**Run 1: clock wiring as the flow saved it**

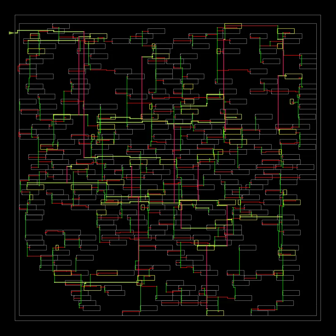
**Run 1: routed clock nets over the placement**

Scale: 3 px per um.
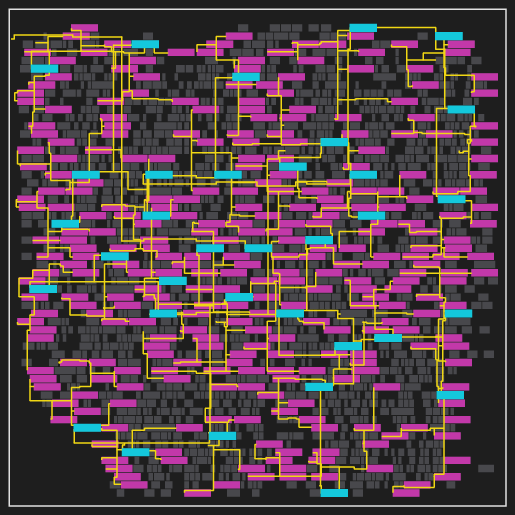
**Run 1: local utilization**

Scale: 1.5 px per um. 17 x 17 tiles, from black (low) to pale yellow (high), 0 to 100% covered.
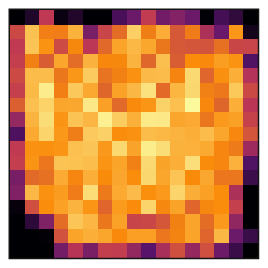
--- src/rtl/pio_clkdiv_sched.sv ---
// Per-state-machine clock-enable scheduler: INT.FRAC divisors with a carry accumulator,
// divisor changes deferred to period boundaries while running, and multi-SM restart.
module pio_clkdiv_lane #(
    parameter int INT_W  = 16,
    parameter int FRAC_W = 8
) (
    input  logic              clock,
    input  logic              reset_n,
    input  logic              restart,
    input  logic              en_wr,
    input  logic              en_val,
    input  logic              cfg_wr,
    input  logic [INT_W-1:0]  cfg_int,
    input  logic [FRAC_W-1:0] cfg_frac,
    output logic              tick,
    output logic              enabled,
    output logic              cfg_pending
);
    logic              en, pend, en_eff;
    logic [INT_W-1:0]  act_int, pend_int;
    logic [FRAC_W-1:0] act_frac, pend_frac, acc;
    logic [INT_W:0]    cnt, eff_int, reload;
    logic [FRAC_W:0]   sum;

    // An en_wr takes effect in the cycle it is presented, so the first tick
    // of a freshly enabled SM appears on the following cycle.
    assign en_eff  = en_wr ? en_val : en;
    assign eff_int = (act_int == '0) ? {1'b1, {INT_W{1'b0}}} : {1'b0, act_int};
    assign sum     = {1'b0, acc} + {1'b0, act_frac};
    assign reload  = eff_int - (INT_W+1)'(1) + (INT_W+1)'(sum[FRAC_W]);

    assign enabled     = en;
    assign cfg_pending = pend;

    always_ff @(posedge clock or negedge reset_n) begin
        if (!reset_n) begin
            en        <= 1'b0;
            act_int   <= INT_W'(1);
            act_frac  <= '0;
            pend_int  <= '0;
            pend_frac <= '0;
            pend      <= 1'b0;
            cnt       <= '0;
            acc       <= '0;
            tick      <= 1'b0;
        end else begin
            if (en_wr)
                en <= en_val;

            if (restart) begin
                cnt  <= '0;
                acc  <= '0;
                tick <= 1'b0;
                if (pend) begin
                    act_int  <= pend_int;
                    act_frac <= pend_frac;
                    pend     <= 1'b0;
                end
            end else if (!en_eff) begin
                tick <= 1'b0;
            end else if (cnt == '0) begin
                // Reload from the divisor active before this boundary; a pending
                // divisor only governs the period after the one loaded here.
                tick <= 1'b1;
                acc  <= sum[FRAC_W-1:0];
                cnt  <= reload;
                if (pend) begin
                    act_int  <= pend_int;
                    act_frac <= pend_frac;
                    pend     <= 1'b0;
                end
            end else begin
                cnt  <= cnt - (INT_W+1)'(1);
                tick <= 1'b0;
            end

            // A stopped SM cannot hit a boundary, so it takes the divisor at once;
            // a running one shadows it (a write on a boundary cycle lands here too).
            if (cfg_wr) begin
                if (!en_eff) begin
                    act_int  <= cfg_int;
                    act_frac <= cfg_frac;
                end else begin
                    pend_int  <= cfg_int;
                    pend_frac <= cfg_frac;
                    pend      <= 1'b1;
                end
            end
        end
    end
endmodule

module pio_clkdiv_sched #(
    parameter int NUM_SM = 4,
    parameter int INT_W  = 16,
    parameter int FRAC_W = 8,
    parameter int SM_W   = (NUM_SM > 1) ? $clog2(NUM_SM) : 1
) (
    input  logic              clock,
    input  logic              reset_n,
    input  logic              cfg_wr,
    input  logic [SM_W-1:0]   cfg_sm,
    input  logic [INT_W-1:0]  cfg_int,
    input  logic [FRAC_W-1:0] cfg_frac,
    input  logic              en_wr,
    input  logic [NUM_SM-1:0] en_mask,
    input  logic [NUM_SM-1:0] restart,
    output logic [NUM_SM-1:0] tick,
    output logic [NUM_SM-1:0] enabled,
    output logic [NUM_SM-1:0] cfg_pending
);
    // An out-of-range cfg_sm matches no lane, so the write is dropped.
    for (genvar i = 0; i < NUM_SM; i++) begin : g_sm
        pio_clkdiv_lane #(.INT_W(INT_W), .FRAC_W(FRAC_W)) u_lane (
            .clock      (clock),
            .reset_n    (reset_n),
            .restart    (restart[i]),
            .en_wr      (en_wr),
            .en_val     (en_mask[i]),
            .cfg_wr     (cfg_wr && (cfg_sm == SM_W'(i))),
            .cfg_int    (cfg_int),
            .cfg_frac   (cfg_frac),
            .tick       (tick[i]),
            .enabled    (enabled[i]),
            .cfg_pending(cfg_pending[i])
        );
    end
endmodule

--- config.mk ---
export PLATFORM = sky130hd
export DESIGN_NAME = pio_clkdiv_sched
export DESIGN_NICKNAME = d
export VERILOG_FILES = /design/src/rtl/pio_clkdiv_sched.sv
export SDC_FILE = /design/constraint.sdc
export NUM_CORES = 1
export LEC_CHECK = 0
export CORE_MARGIN = 2
export CORE_UTILIZATION = 62
export DETAILED_ROUTE_END_ITERATION = 12
export GPL_ROUTABILITY_DRIVEN = 1
export PLACE_DENSITY = 0.8
export REMOVE_ABC_BUFFERS = 1
export SLEW_MARGIN = 40
export SYNTH_ARGS = -nofsm -noshare
export SYNTH_HDL_FRONTEND = slang
export SYNTH_SLANG_ARGS = --single-unit
--- constraint.sdc ---
create_clock -name clock -period 3.54 [get_ports clock]
set_input_delay 0.531 -clock clock [delete_from_list [all_inputs] [get_ports clock]]
set_output_delay 0.531 -clock clock [all_outputs]
set_load 0.005 [all_outputs]
==> results.toml, run 1 <==
# synthesis and place-and-route metrics
[place]
dp_cells = 1941
place_area_um2 = 16900
dp_hpwl_mm = 25.5
dp_slack_ns = 0.0941
place_congestion = 0.881

[finish]
fill_cells = 1823
drive_gt1_frac = 0.138
diodes = 0
fin_util = 0.715
nNonClkInverters = 46
n_all_buffers = 90
syn2layout_area_growth_pct = 12.6
logic_gates = 1171
seq_area_frac = 0.420
layout_top_cells = "300 x dfrtp_1, 157 x nand2_1, 143 x nor2_1"
largestRegisters = "g_sm.u_lane.cnt x68, g_sm.u_lane.act_int x64, g_sm.u_lane.pend_int x64"
largestClassByArea = "combinational gates"
final-clk-cell-share = 0.0637
mi_logic_area_um2 = 7920
layout_top_cell = "dfrtp_1"
final_area_um2 = 18100

[synth]
synth_cells = 1606
synthAdderAreaFrac = 0.0392
yosys_warnings = 0
ff_type = "dfrtp_1"
most_common_cell = "dfrtp_1"
netlist_top_cells_count = "300 x dfrtp_1, 157 x nand2_1, 145 x nor2_1, 130 x a21oi_1, 107 x mux2i_1"
topCellsByArea = "dfrtp_1 47%, mux2_2 6.8%, mux2i_1 6.7%"
netlist.area_leader.share = 0.467
logic_family = "simple AND/OR/NAND/NOR gates"
simple_gate_share = 0.151
top_area_cell = "dfrtp_1"
syn_area_um2 = 16100
ys_sh_mux = 0.134

[sta]
fin_crit_ns = 3.36
hold_viol = 4
whs_ns = -0.00211
slew_viol_final = 0
max_slew.worst_pin.slew_ns = 0.729
setup_viol = 0
min_period_over_period = 0.949
max_freq_mhz = 298

[clock_tree]
clock-sinks = 304
path_clk_slew_ns = 0.06
clockBufferDepth = 3
htreeDepth = 2
root_buffer = "clkbuf_16"
cts_resized = 0
insertion_delay_ns = 0.52
hold_buffers = 0

[pwr]
comb_power_mw = 5.86
pwr-share-clk = 0.237
p_switching_mw = 5.84
power-per-cell-area_nw_per_um2 = 844
switching_share = 0.382
clk-power_mw = 3.63
largestPowerGroup = "combinational cells"
finalPower_mw = 15.3

[run_status]
violations = "hold timing"
outcome = "finished, violations left"

[grt]
grt_max_degree = 87
grt.met1_usage = 0.392
met3_usage = 0.0500
antenna_found_initial = 0
grtUsageMet2 = 0.484
top_usage_layer = "met2"

[critical_path]
startpoint = "g_sm[2].u_lane.acc[0]"
cp.required_ns = 3.96
path_buffers = 2
crit_fanout = 4
cp_num_cells = 16
worstPathArrival_ns = 3.78
endpoint = "g_sm[2].u_lane.cnt[15]"
regToRegSetupSlack_ns = 0.18
critPathKind = "reg -> reg"
r2r_cells = 16

[drt]
initialDrtViolationCount = 912
wl_met1_mm = 16.6
ant_nets = 0
top_layer = "met4"
wl_met2_mm = 18.7
drcViolationCount = 0

[die]
die_w_um = 165
fp_util = 0.635
die_height_um = 165
taps = 330
num_rows = 58
num_io_pins = 50
die-area_um2 = 27300

[run]
maxCapViolations = 0
-- 'clock wiring as the flow saved it' (at the start) --
Flops: 304
skew final: 0.0120 ns

-- 'routed clock nets over the placement' (at the start) --
[clock wires] yellow | length: 3,880 um
[flip-flops] magenta | count: 304
[clock-net drivers] cyan | count: 34
routed clock nets: 35
flops lie: widely spread

-- 'local utilization' (at the start) --
densest ninth of the die: middle
tiles over 75% full: 48%
mean over tiles: 65%

**Run 1: layout detail**

Region (70, 70) to (95, 95) um. Cells in grey, sequential cells in the stronger grey; small squares are vias.
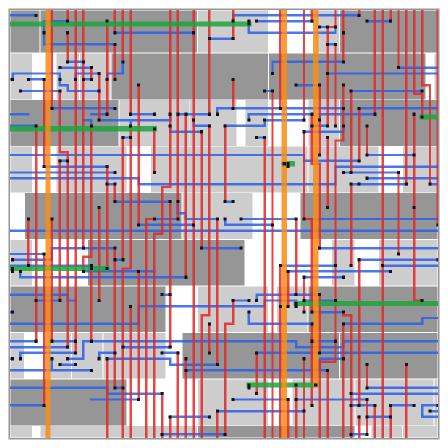

==> run 1 -> run 2 <==
--- a/config.mk
+++ b/config.mk
@@ -6,10 +6,10 @@
 export NUM_CORES = 1
 export LEC_CHECK = 0
 export CORE_MARGIN = 2
-export CORE_UTILIZATION = 62
+export CORE_UTILIZATION = 45
 export DETAILED_ROUTE_END_ITERATION = 12
 export GPL_ROUTABILITY_DRIVEN = 1
-export PLACE_DENSITY = 0.8
+export MAX_ROUTING_LAYER = met4
 export REMOVE_ABC_BUFFERS = 1
 export SLEW_MARGIN = 40
 export SYNTH_ARGS = -nofsm -noshare
**Run 2: layout detail**

Region (84, 84) to (109, 109) um. Cells in grey, sequential cells in the stronger grey; small squares are vias.
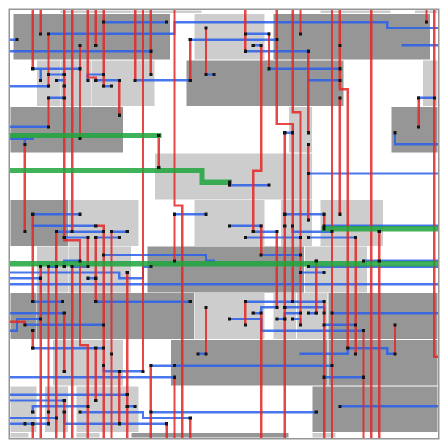
| layer | colour |
|---|---|
| M1 | blue |
| M3 | green |
| M2 | red |
sequential cells in the window: 10
most frequent: dfrtp_1 (10), mux2i_1 (5), mux2_2 (5)
netlist names of flops here include: g_sm.u_lane.pend_int (3), g_sm.u_lane.pend_frac (3), g_sm.u_lane.act_frac (2)
cells with their middle in the window: 30

==> results.toml, run 2 <==
# synthesis and place-and-route metrics
[die]
die_w_um = 193
die_height_um = 193
taps = 461
die-area_um2 = 37300
num_rows = 69
num_io_pins = 50
fp_util = 0.455

[drt]
drt-pass1-iter-count = 5
drcViolationCount = 0
post_drt_wl_per_cell_um = 18.1
wl_met1_mm = 18.4
top_layer = "met4"
ant_nets = 0
initialDrtViolationCount = 625

[place]
dp_hpwl_mm = 25.9
place_congestion = 0.853
dp_slack_ns = 0.220
place_area_um2 = 17100

[sta]
fin_worst_skew_ns = 0.0181
whs_ns = 0.485
max_slew.worst_pin.slew_ns = 0.775
fin_crit_ns = 3.24
setup_viol = 0
setup-tns-final_ns = 0
min_period_over_period = 0.915
slew_viol_final = 0
max_freq_mhz = 309

[critical_path]
regToRegSetupSlack_ns = 0.30
endpoint = "g_sm[2].u_lane.cnt[15]"
startpoint = "g_sm[2].u_lane.acc[0]"
path_buffers = 2
critPathKind = "reg -> reg"
cp_num_cells = 16
cp.required_ns = 3.96
worstPathArrival_ns = 3.66
r2r_cells = 16

[clock_tree]
hold_buffers = 1
clock-sinks = 304
htreeDepth = 2
insertion_delay_ns = 0.52
clockBufferDepth = 3
root_buffer = "clkbuf_16"
cts_resized = 0
path_clk_slew_ns = 0.06

[synth]
synthArstFlopShare = 1.00
netlist.area_leader.share = 0.467
synth_cells = 1606
logic_family = "simple AND/OR/NAND/NOR gates"
top_area_cell = "dfrtp_1"
topCellsByArea = "dfrtp_1 47%, mux2_2 6.8%, mux2i_1 6.7%"
ys_sh_mux = 0.134
syn_avg_cell_area_um2 = 10.0
synthAdderAreaFrac = 0.0392
most_common_cell = "dfrtp_1"
simple_gate_share = 0.151
yosys_warnings = 0
syn_area_um2 = 16100
ff_type = "dfrtp_1"
netlist_top_cells_count = "300 x dfrtp_1, 157 x nand2_1, 145 x nor2_1, 130 x a21oi_1, 107 x mux2i_1"

[finish]
final_area_um2 = 18300
n_all_buffers = 87
fill_cells = 3197
final-clk-cell-share = 0.0674
largestClassByArea = "combinational gates"
nNonClkInverters = 46
seq_area_frac = 0.415
syn2layout_area_growth_pct = 14.0
comb_share = 0.431
layout_top_cells = "300 x dfrtp_1, 157 x nand2_1, 143 x nor2_1"
fin_util = 0.518
largestRegisters = "g_sm.u_lane.cnt x68, g_sm.u_lane.act_int x64, g_sm.u_lane.pend_int x64"
mi_logic_area_um2 = 7900
drive_gt1_frac = 0.135
logic_gates = 1171
ff_count = 304

[pwr]
power-per-cell-area_nw_per_um2 = 842
p_switching_mw = 5.75
largestPowerGroup = "combinational cells"
comb_power_mw = 5.78
switching_share = 0.373
pwr-share-clk = 0.252
finalPower_mw = 15.4

[grt]
grt.met1_usage = 0.297
grtUsageMet2 = 0.347
met3_usage = 0.0268
top_usage_layer = "met2"
grt_max_degree = 87
antenna_found_initial = 0

[run_status]
outcome = "finished clean"

[run]
maxCapViolations = 0
Power and IR drop assume default switching activity.
